`config.mk`:
```
export PLATFORM = sky130hd
export DESIGN_NAME = mem_dump_engine
export DESIGN_NICKNAME = d
export VERILOG_FILES = /design/src/rtl/mem_dump_pkg.sv /design/src/rtl/mem_dump_fifo.sv /design/src/rtl/mem_dump_engine.sv
export SDC_FILE = /design/constraint.sdc
export NUM_CORES = 1
export LEC_CHECK = 0
export ABC_CLOCK_PERIOD_IN_PS = 7250
export CAP_MARGIN = 25
export CORE_UTILIZATION = 57
export CTS_CLUSTER_DIAMETER = 40
export CTS_CLUSTER_SIZE = 28
export DETAILED_ROUTE_END_ITERATION = 6
export GPL_TIMING_DRIVEN = 1
export PLACE_DENSITY = 0.82
export REMOVE_ABC_BUFFERS = 1
export SLEW_MARGIN = 20
export SYNTH_ARGS = -nofsm -noshare
export SYNTH_HDL_FRONTEND = slang
export SYNTH_SLANG_ARGS = --single-unit
```
`constraint.sdc`:
```
create_clock -name mips_cpu_clk -period 7.25 [get_ports mips_cpu_clk]
set_input_delay 0.725 -clock mips_cpu_clk [delete_from_list [all_inputs] [get_ports mips_cpu_clk]]
set_output_delay 0.725 -clock mips_cpu_clk [all_outputs]
set_load 0.005 [all_outputs]
```
`src/rtl/mem_dump_pkg.sv`:
```
// +------------------------------------------------------------------+
// | mem_dump_pkg: shared types and helpers for the memory dump engine |
// | Revision 1.0                                                      |
// +------------------------------------------------------------------+
`default_nettype none

package mem_dump_pkg;

  typedef enum logic [2:0] {
    ST_RUN   = 3'd0,
    ST_DRAIN = 3'd1,
    ST_READ  = 3'd2,
    ST_WAIT  = 3'd3,
    ST_EMIT  = 3'd4,
    ST_DONE  = 3'd5
  } state_t;

  localparam logic OUT_KIND_TRACE = 1'b0;
  localparam logic OUT_KIND_DUMP  = 1'b1;

  localparam int TRACE_WORD_W = 32;

  // Leading three lanes of a trace record: pc, zero-extended waddr, wdata.
  function automatic logic [3*TRACE_WORD_W-1:0] pack_trace(
    input logic [TRACE_WORD_W-1:0] pc,
    input logic [4:0]              waddr,
    input logic [TRACE_WORD_W-1:0] wdata
  );
    return {pc, {(TRACE_WORD_W-5){1'b0}}, waddr, wdata};
  endfunction

endpackage

`default_nettype wire

```
`src/rtl/mem_dump_fifo.sv`:
```
// +------------------------------------------------------------------+
// | mem_dump_fifo: synchronous FIFO with full/empty flags             |
// | Revision 1.0                                                      |
// +------------------------------------------------------------------+
`default_nettype none

module mem_dump_fifo #(
  parameter int WIDTH = 128,
  parameter int DEPTH = 8
) (
  input  logic             clk,
  input  logic             rst_n,
  input  logic             push,
  input  logic             pop,
  input  logic [WIDTH-1:0] wdata,
  output logic [WIDTH-1:0] rdata,
  output logic             full,
  output logic             empty
);

  localparam int PW = $clog2(DEPTH);

  logic [WIDTH-1:0] mem [DEPTH];
  logic [PW:0]      wptr;
  logic [PW:0]      rptr;

  always_ff @(posedge clk or negedge rst_n) begin
    if (!rst_n) begin
      wptr <= '0;
      rptr <= '0;
    end else begin
      if (push && !full)  wptr <= wptr + 1'b1;
      if (pop  && !empty) rptr <= rptr + 1'b1;
    end
  end

  always_ff @(posedge clk) begin
    if (push && !full) mem[wptr[PW-1:0]] <= wdata;
  end

  // Extra pointer MSB distinguishes full from empty when indices match.
  assign empty = (wptr == rptr);
  assign full  = (wptr[PW] != rptr[PW]) && (wptr[PW-1:0] == rptr[PW-1:0]);
  assign rdata = mem[rptr[PW-1:0]];

endmodule

`default_nettype wire

```
`src/rtl/mem_dump_engine.sv`:
```
// +------------------------------------------------------------------+
// | mem_dump_engine: register-write trace plus halt-triggered memdump |
// | Revision 1.0                                                      |
// +------------------------------------------------------------------+
`default_nettype none

module mem_dump_engine
  import mem_dump_pkg::*;
#(
  parameter int               DATA_W         = 32,
  parameter int               MEM_DEPTH      = 4096,
  parameter int               WORDS_PER_LINE = 4,
  parameter logic [DATA_W-1:0] HALT_ADDR     = 32'd12,
  parameter logic [DATA_W-1:0] HALT_DATA     = 32'd0,
  parameter int               RD_LATENCY     = 1,
  parameter int               TRACE_EN       = 1,
  parameter int               TRACE_DEPTH    = 8
) (
  input  logic                               mips_cpu_clk,
  input  logic                               mips_cpu_reset_n,
  input  logic                               mon_mem_write,
  input  logic [DATA_W-1:0]                  mon_addr,
  input  logic [DATA_W-1:0]                  mon_wdata,
  input  logic                               mon_rf_wen,
  input  logic [4:0]                         mon_rf_waddr,
  input  logic [DATA_W-1:0]                  mon_rf_wdata,
  input  logic [DATA_W-1:0]                  mon_pc,
  input  logic                               sw_trigger,
  output logic                               cpu_halt_req,
  output logic                               mem_rd_en,
  output logic [$clog2(MEM_DEPTH)-1:0]       mem_rd_addr,
  input  logic [DATA_W-1:0]                  mem_rd_data,
  output logic                               out_valid,
  input  logic                               out_ready,
  output logic [WORDS_PER_LINE*DATA_W-1:0]   out_data,
  output logic                               out_kind,
  output logic                               out_last,
  output logic                               busy,
  output logic                               done,
  output logic                               trace_ovf
);

  localparam int AW     = $clog2(MEM_DEPTH);
  localparam int LW     = $clog2(WORDS_PER_LINE);
  localparam int LINE_W = WORDS_PER_LINE * DATA_W;
  localparam int FW     = DATA_W - 2;
  localparam logic [AW:0]   WC_END    = (AW+1)'(MEM_DEPTH);
  localparam logic [LW-1:0] LANE_LAST = LW'(WORDS_PER_LINE - 1);
  localparam logic [1:0]    LAT_LAST  = 2'(RD_LATENCY - 1);

  state_t              state;
  state_t              state_nx;
  logic [AW:0]         wc;
  logic [1:0]          lat_cnt;
  logic [DATA_W-1:0]   line_q [WORDS_PER_LINE];
  logic [LINE_W-1:0]   line_flat;
  logic                armed;
  logic                fwd_valid;
  logic [FW-1:0]       fwd_idx;
  logic [DATA_W-1:0]   fwd_data;
  logic                store_hit;
  logic                trig;
  logic                push_req;
  logic                fifo_pop;
  logic                fifo_full;
  logic                fifo_empty;
  logic [LINE_W-1:0]   fifo_head;
  logic [LINE_W-1:0]   rec;
  logic [3*DATA_W-1:0] rec_head;
  logic [LW-1:0]       lane;
  logic                lat_done;
  logic                fwd_hit;

  assign store_hit = mon_mem_write && (mon_addr == HALT_ADDR) && (mon_wdata == HALT_DATA);
  assign trig      = armed && (store_hit || sw_trigger);
  assign push_req  = (TRACE_EN != 0) && (state == ST_RUN) && mon_rf_wen && (mon_rf_waddr != 5'd0);
  assign lane      = wc[LW-1:0];
  assign lat_done  = (lat_cnt == LAT_LAST);
  // A store trigger has not reached the BRAM yet, so its data is substituted.
  assign fwd_hit   = fwd_valid && (FW'(wc) == fwd_idx);

  if (DATA_W == TRACE_WORD_W) begin : g_rec_pkg
    assign rec_head = pack_trace(mon_pc, mon_rf_waddr, mon_rf_wdata);
  end else begin : g_rec_gen
    assign rec_head = {mon_pc, {(DATA_W-5){1'b0}}, mon_rf_waddr, mon_rf_wdata};
  end
  assign rec = {rec_head, {(LINE_W-3*DATA_W){1'b0}}};

  for (genvar i = 0; i < WORDS_PER_LINE; i++) begin : g_pack
    assign line_flat[(WORDS_PER_LINE-1-i)*DATA_W +: DATA_W] = line_q[i];
  end

  mem_dump_fifo #(
    .WIDTH (LINE_W),
    .DEPTH (TRACE_DEPTH)
  ) u_fifo (
    .clk   (mips_cpu_clk),
    .rst_n (mips_cpu_reset_n),
    .push  (push_req),
    .pop   (fifo_pop),
    .wdata (rec),
    .rdata (fifo_head),
    .full  (fifo_full),
    .empty (fifo_empty)
  );

  always_ff @(posedge mips_cpu_clk or negedge mips_cpu_reset_n) begin
    if (!mips_cpu_reset_n) state <= ST_RUN;
    else                   state <= state_nx;
  end

  always_ff @(posedge mips_cpu_clk or negedge mips_cpu_reset_n) begin
    if (!mips_cpu_reset_n) begin
      armed        <= 1'b1;
      cpu_halt_req <= 1'b0;
      fwd_valid    <= 1'b0;
      fwd_idx      <= '0;
      fwd_data     <= '0;
      trace_ovf    <= 1'b0;
      wc           <= '0;
      lat_cnt      <= '0;
      for (int i = 0; i < WORDS_PER_LINE; i++) line_q[i] <= '0;
    end else begin
      if (trig) begin
        armed        <= 1'b0;
        cpu_halt_req <= 1'b1;
        fwd_valid    <= store_hit;
        fwd_idx      <= mon_addr[DATA_W-1:2];
        fwd_data     <= mon_wdata;
      end
      if (push_req && fifo_full) trace_ovf <= 1'b1;
      if (state == ST_DRAIN) wc <= '0;
      if (state == ST_READ)  lat_cnt <= '0;
      if (state == ST_WAIT) begin
        if (lat_done) begin
          line_q[lane] <= fwd_hit ? fwd_data : mem_rd_data;
          wc           <= wc + 1'b1;
        end else begin
          lat_cnt <= lat_cnt + 1'b1;
        end
      end
    end
  end

  always_comb begin
    state_nx  = state;
    mem_rd_en = 1'b0;
    out_valid = 1'b0;
    out_kind  = OUT_KIND_TRACE;
    out_last  = 1'b0;
    out_data  = '0;
    fifo_pop  = 1'b0;
    if (!fifo_empty) begin
      out_valid = 1'b1;
      out_data  = fifo_head;
      fifo_pop  = out_ready;
    end
    unique case (state)
      ST_RUN:   if (trig) state_nx = ST_DRAIN;
      ST_DRAIN: if (fifo_empty) state_nx = ST_READ;
      ST_READ: begin
        mem_rd_en = 1'b1;
        state_nx  = ST_WAIT;
      end
      ST_WAIT:  if (lat_done) state_nx = (lane == LANE_LAST) ? ST_EMIT : ST_READ;
      ST_EMIT: begin
        out_valid = 1'b1;
        out_kind  = OUT_KIND_DUMP;
        out_last  = (wc == WC_END);
        out_data  = line_flat;
        fifo_pop  = 1'b0;
        if (out_ready) state_nx = (wc == WC_END) ? ST_DONE : ST_READ;
      end
      ST_DONE:  state_nx = ST_DONE;
      default:  state_nx = ST_RUN;
    endcase
  end

  assign mem_rd_addr = wc[AW-1:0];
  assign busy        = (state == ST_DRAIN) || (state == ST_READ) ||
                       (state == ST_WAIT)  || (state == ST_EMIT);
  assign done        = (state == ST_DONE);

endmodule

`default_nettype wire
```
**Metal 2**

(2 px per µm)
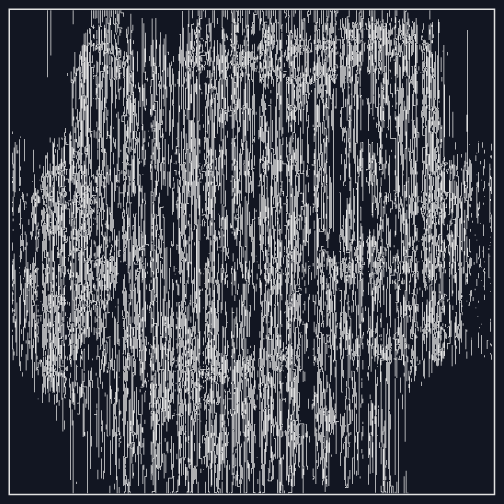
longest straight run: 78.9 µm
nets with wire on the layer: 2379
share of all routed wire: 46%
wire length on this layer: 46.3 mm
main direction: vertical

**Pin placement**

(2 px per µm) Pins as bars across the die edge, other pins in gray.
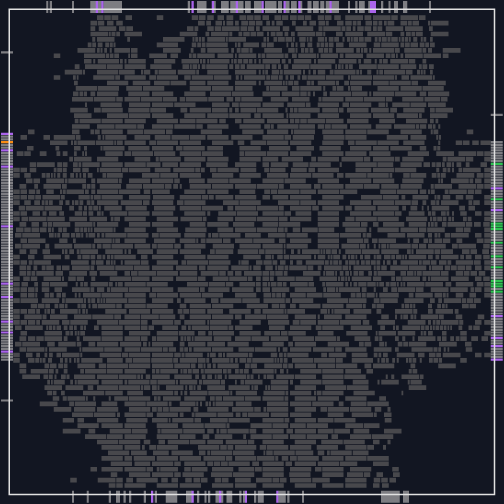
[purple] mem_rd_data | pins: 32 | direction: input | edge: 12 top, 9 left, 6 right, 5 bottom
[orange] mon_mem_write | pins: 1 | direction: input | edge: left
[green] mem_rd_addr | pins: 12 | direction: output | edge: right
chip height: 242 µm
IO buf count: 318

**Routed metal, one color a layer**

(1 px per µm) Only two layers are drawn.
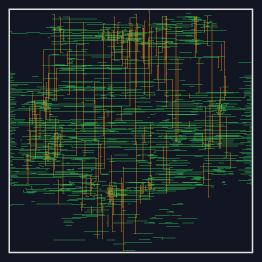
[orange] M4 | wire length: 4850 µm
[green] M3 | wire length: 14300 µm

**Cell outlines without signal wires**

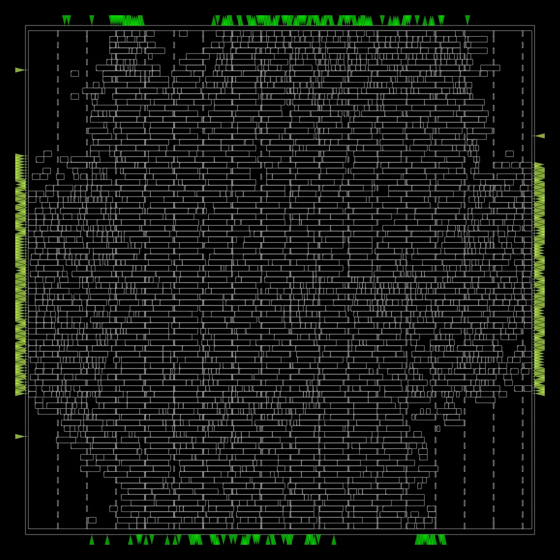
tap cells: 756
Site Rows: 87
Finished Layout Cells: 3280

**Nets reached from selected ports**

(1 px per µm)
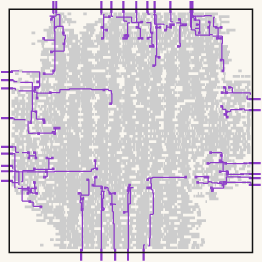
[purple] mem_rd_data | direction: input | end cells: 128 | wire: 2350 µm

==> metrics.yaml <==
logic_synthesis:
  avgSynthCellArea_um2: 15.2
  synth_stat.cells: 2161
  top_area_cell: "edfxtp_1"
  yosys_area_mm2: 0.0328
  ys_async_sr_fraction: 0.285
  ys_types: 50
  ys_ff: 772
  common_cells: "edfxtp_1, nand2_1, dfrtp_1"
  edf_count: 552
  synthMostInstantiatedCell: "edfxtp_1"
  top_cells_by_area: "edfxtp_1, dfrtp_1, mux4_2, o211ai_1, nand4_1"
  synthCells: 2161
  top_area_frac: 0.506
  postSynthSeqShare: 0.673
  ys_warn_count: 0
pwr:
  p_switching_uw: 5050
  p_sw_frac: 0.328
  finalPower_uw: 15400
  seqPwrFrac: 0.382
  combinationalPowerShare: 0.301
  clkPwrFrac: 0.316
clock_tree:
  cts_tree: "yes"
  clk_pin_slew_worst_paths_ps: 60
  cts_root_buf: "clkbuf_16"
  clock_sinks: 772
  postCtsSetupBuffers: 0
  worstSkewPairLatency_ps: 660
  cts_max_level: 3
global_routing:
  grt_max_degree: 118
  grt_first_pass_wirelength_mm: 148
  grt_overflow: 0
  grtUsageTotal: 0.344
sta:
  setup_ws_ps: 1510
  setup_viol: 0
  hold_violations: 0
  period_minus_slack_ps: 5740
  fin_skew_ps: 32.7
  min_period_over_period: 0.792
  relSlewSlack: 0.253
  finalSetupTns_ps: 0
critical_path:
  crit_type: "register to output port"
  cp_max_fo: 44
  rr_worst_depth: 6
  cp-start-kind: "register"
  required_ps: 6520
detailed_routing:
  vias: 22603
  drc: 0
  ant_nets: 0
  routedWlPerCell_um: 30.6
  drt_iter0_drc: 3061
  vias_per_cell: 6.89
floorplan:
  io_pins: 319
  die_w_um: 242
  dieArea_mm2: 0.0585
place:
  post-place-ws_ps: 2390
  hpwl_mm: 59.2
job:
  warnings: 32
  drv_cap: 0
layout:
  areaGrowthSynthToFinish_pct: 21.5
  fillers: 3471
  final_nets: 2605
  drive_above_1_share: 0.176
min_path:
  hold_class: "input pin to asynchronous set/reset pin"
status:
  status: "completed"
## critical path: stages (launching register included)
cell and delay (ps):
dfrtp_4 1010, xor2_1 190, nor4_1 810, or2_2 690
buf_4 660, o21ai_0 410, clkdlybuf4s50_1 550
## cell usage in the layout (no fill, tap or decap), types with 7 or more instances in the layout
cell type,count
nand4_1,139
o211ai_1,128
o21ai_0,74
and3_1,62
clkinvlp_4,8
nand3_1,135
mux4_2,138
xnor2_1,8
nand2_1,224
clkinv_2,7
clkdlybuf4s50_1,317
clkbuf_16,95
mux2_2,65
ha_1,8
xor2_1,20
or4_1,7
nor2_1,15
mux2i_1,74
inv_8,9
clkinv_4,12
buf_4,36
diode_2,18
inv_6,15
inv_1,8
dfrtp_1,215
bufinv_16,9
edfxtp_1,552
nor4_1,29
## path summary, 6_finish.rpt
kind | startpoint | end | slack [ps]
max reg2reg | state[1]$_DFFE_PN0P_ | u_fifo.mem[2][8]$_DFFE_PP_ | 2870
min in group mips_cpu_clk | cpu_halt_req$_DFFE_PN0P_ | cpu_halt_req$_DFFE_PN0P_ | 480
min reg2reg | cpu_halt_req$_DFFE_PN0P_ | cpu_halt_req$_DFFE_PN0P_ | 480
min | mips_cpu_reset_n | fwd_data[27]$_DFFE_PN0P_ | 160
max in group asynchronous | mips_cpu_reset_n | armed$_DFFE_PN1P_ | 5790
max | u_fifo.rptr[2]$_DFFE_PN0P_ | out_data[52] | 1510
## power groups by stage
stage / Combinational [µW] / Clock [µW] / Sequential (µW)
after global routing: 4890 / 5080 / 5940
after global placement: 4370 / 0 / 5900
after CTS: 4580 / 4900 / 5870
after detailed placement: 4500 / 0 / 5940
after floorplan: 2510 / 0 / 6000
final: 4640 / 4870 / 5890
## per-stage QoR
step | cell area, µm² | instances | util
floorplan | 31900 | 1972 | -
global placement | 36400 | 3082 | 0.643
detailed placement | 36400 | 3084 | 0.644
CTS | 39700 | 3259 | 0.702
global route | 39800 | 3272 | 0.703
finish | 39800 | 3280 | 0.704
## routing by layer
| layer | vias up | global-route usage | wire length [µm] |
|---|---|---|---|
| met4 | 10 | 0.176 | 4850 |
| met5 | - | 0 | 56 |
| li1 | 9071 | - | - |
| met3 | 347 | 0.110 | 14300 |
| met2 | 1911 | 0.519 | 46300 |
| met1 | 11264 | 0.452 | 34800 |
## cell type report
type	instances	area share
antenna	18	0.00113
inverter	10	0.000974
sequential	772	0.555
clock inverter	73	0.0214
timing repair buffer	359	0.0898
multi-input combinational	1190	0.247
tap	756	0.0238
clock buffer	102	0.0607
## cells by family after synthesis
| kind of cell | after synthesis | synth area share |
|---|---|---|
| muxes | 277 | 0.140 |
| AOI/OAI and AO/OA | 219 | 0.0445 |
| buffers and inverters | 199 | 0.0295 |
| xor gates and xnor gates | 28 | 0.00748 |
| and+or+nand+nor | 658 | 0.102 |
| adders and majority gates | 8 | 0.00305 |
| DFF | 772 | 0.673 |
Power figures rest on the tool's default switching activity, not on a simulated workload.
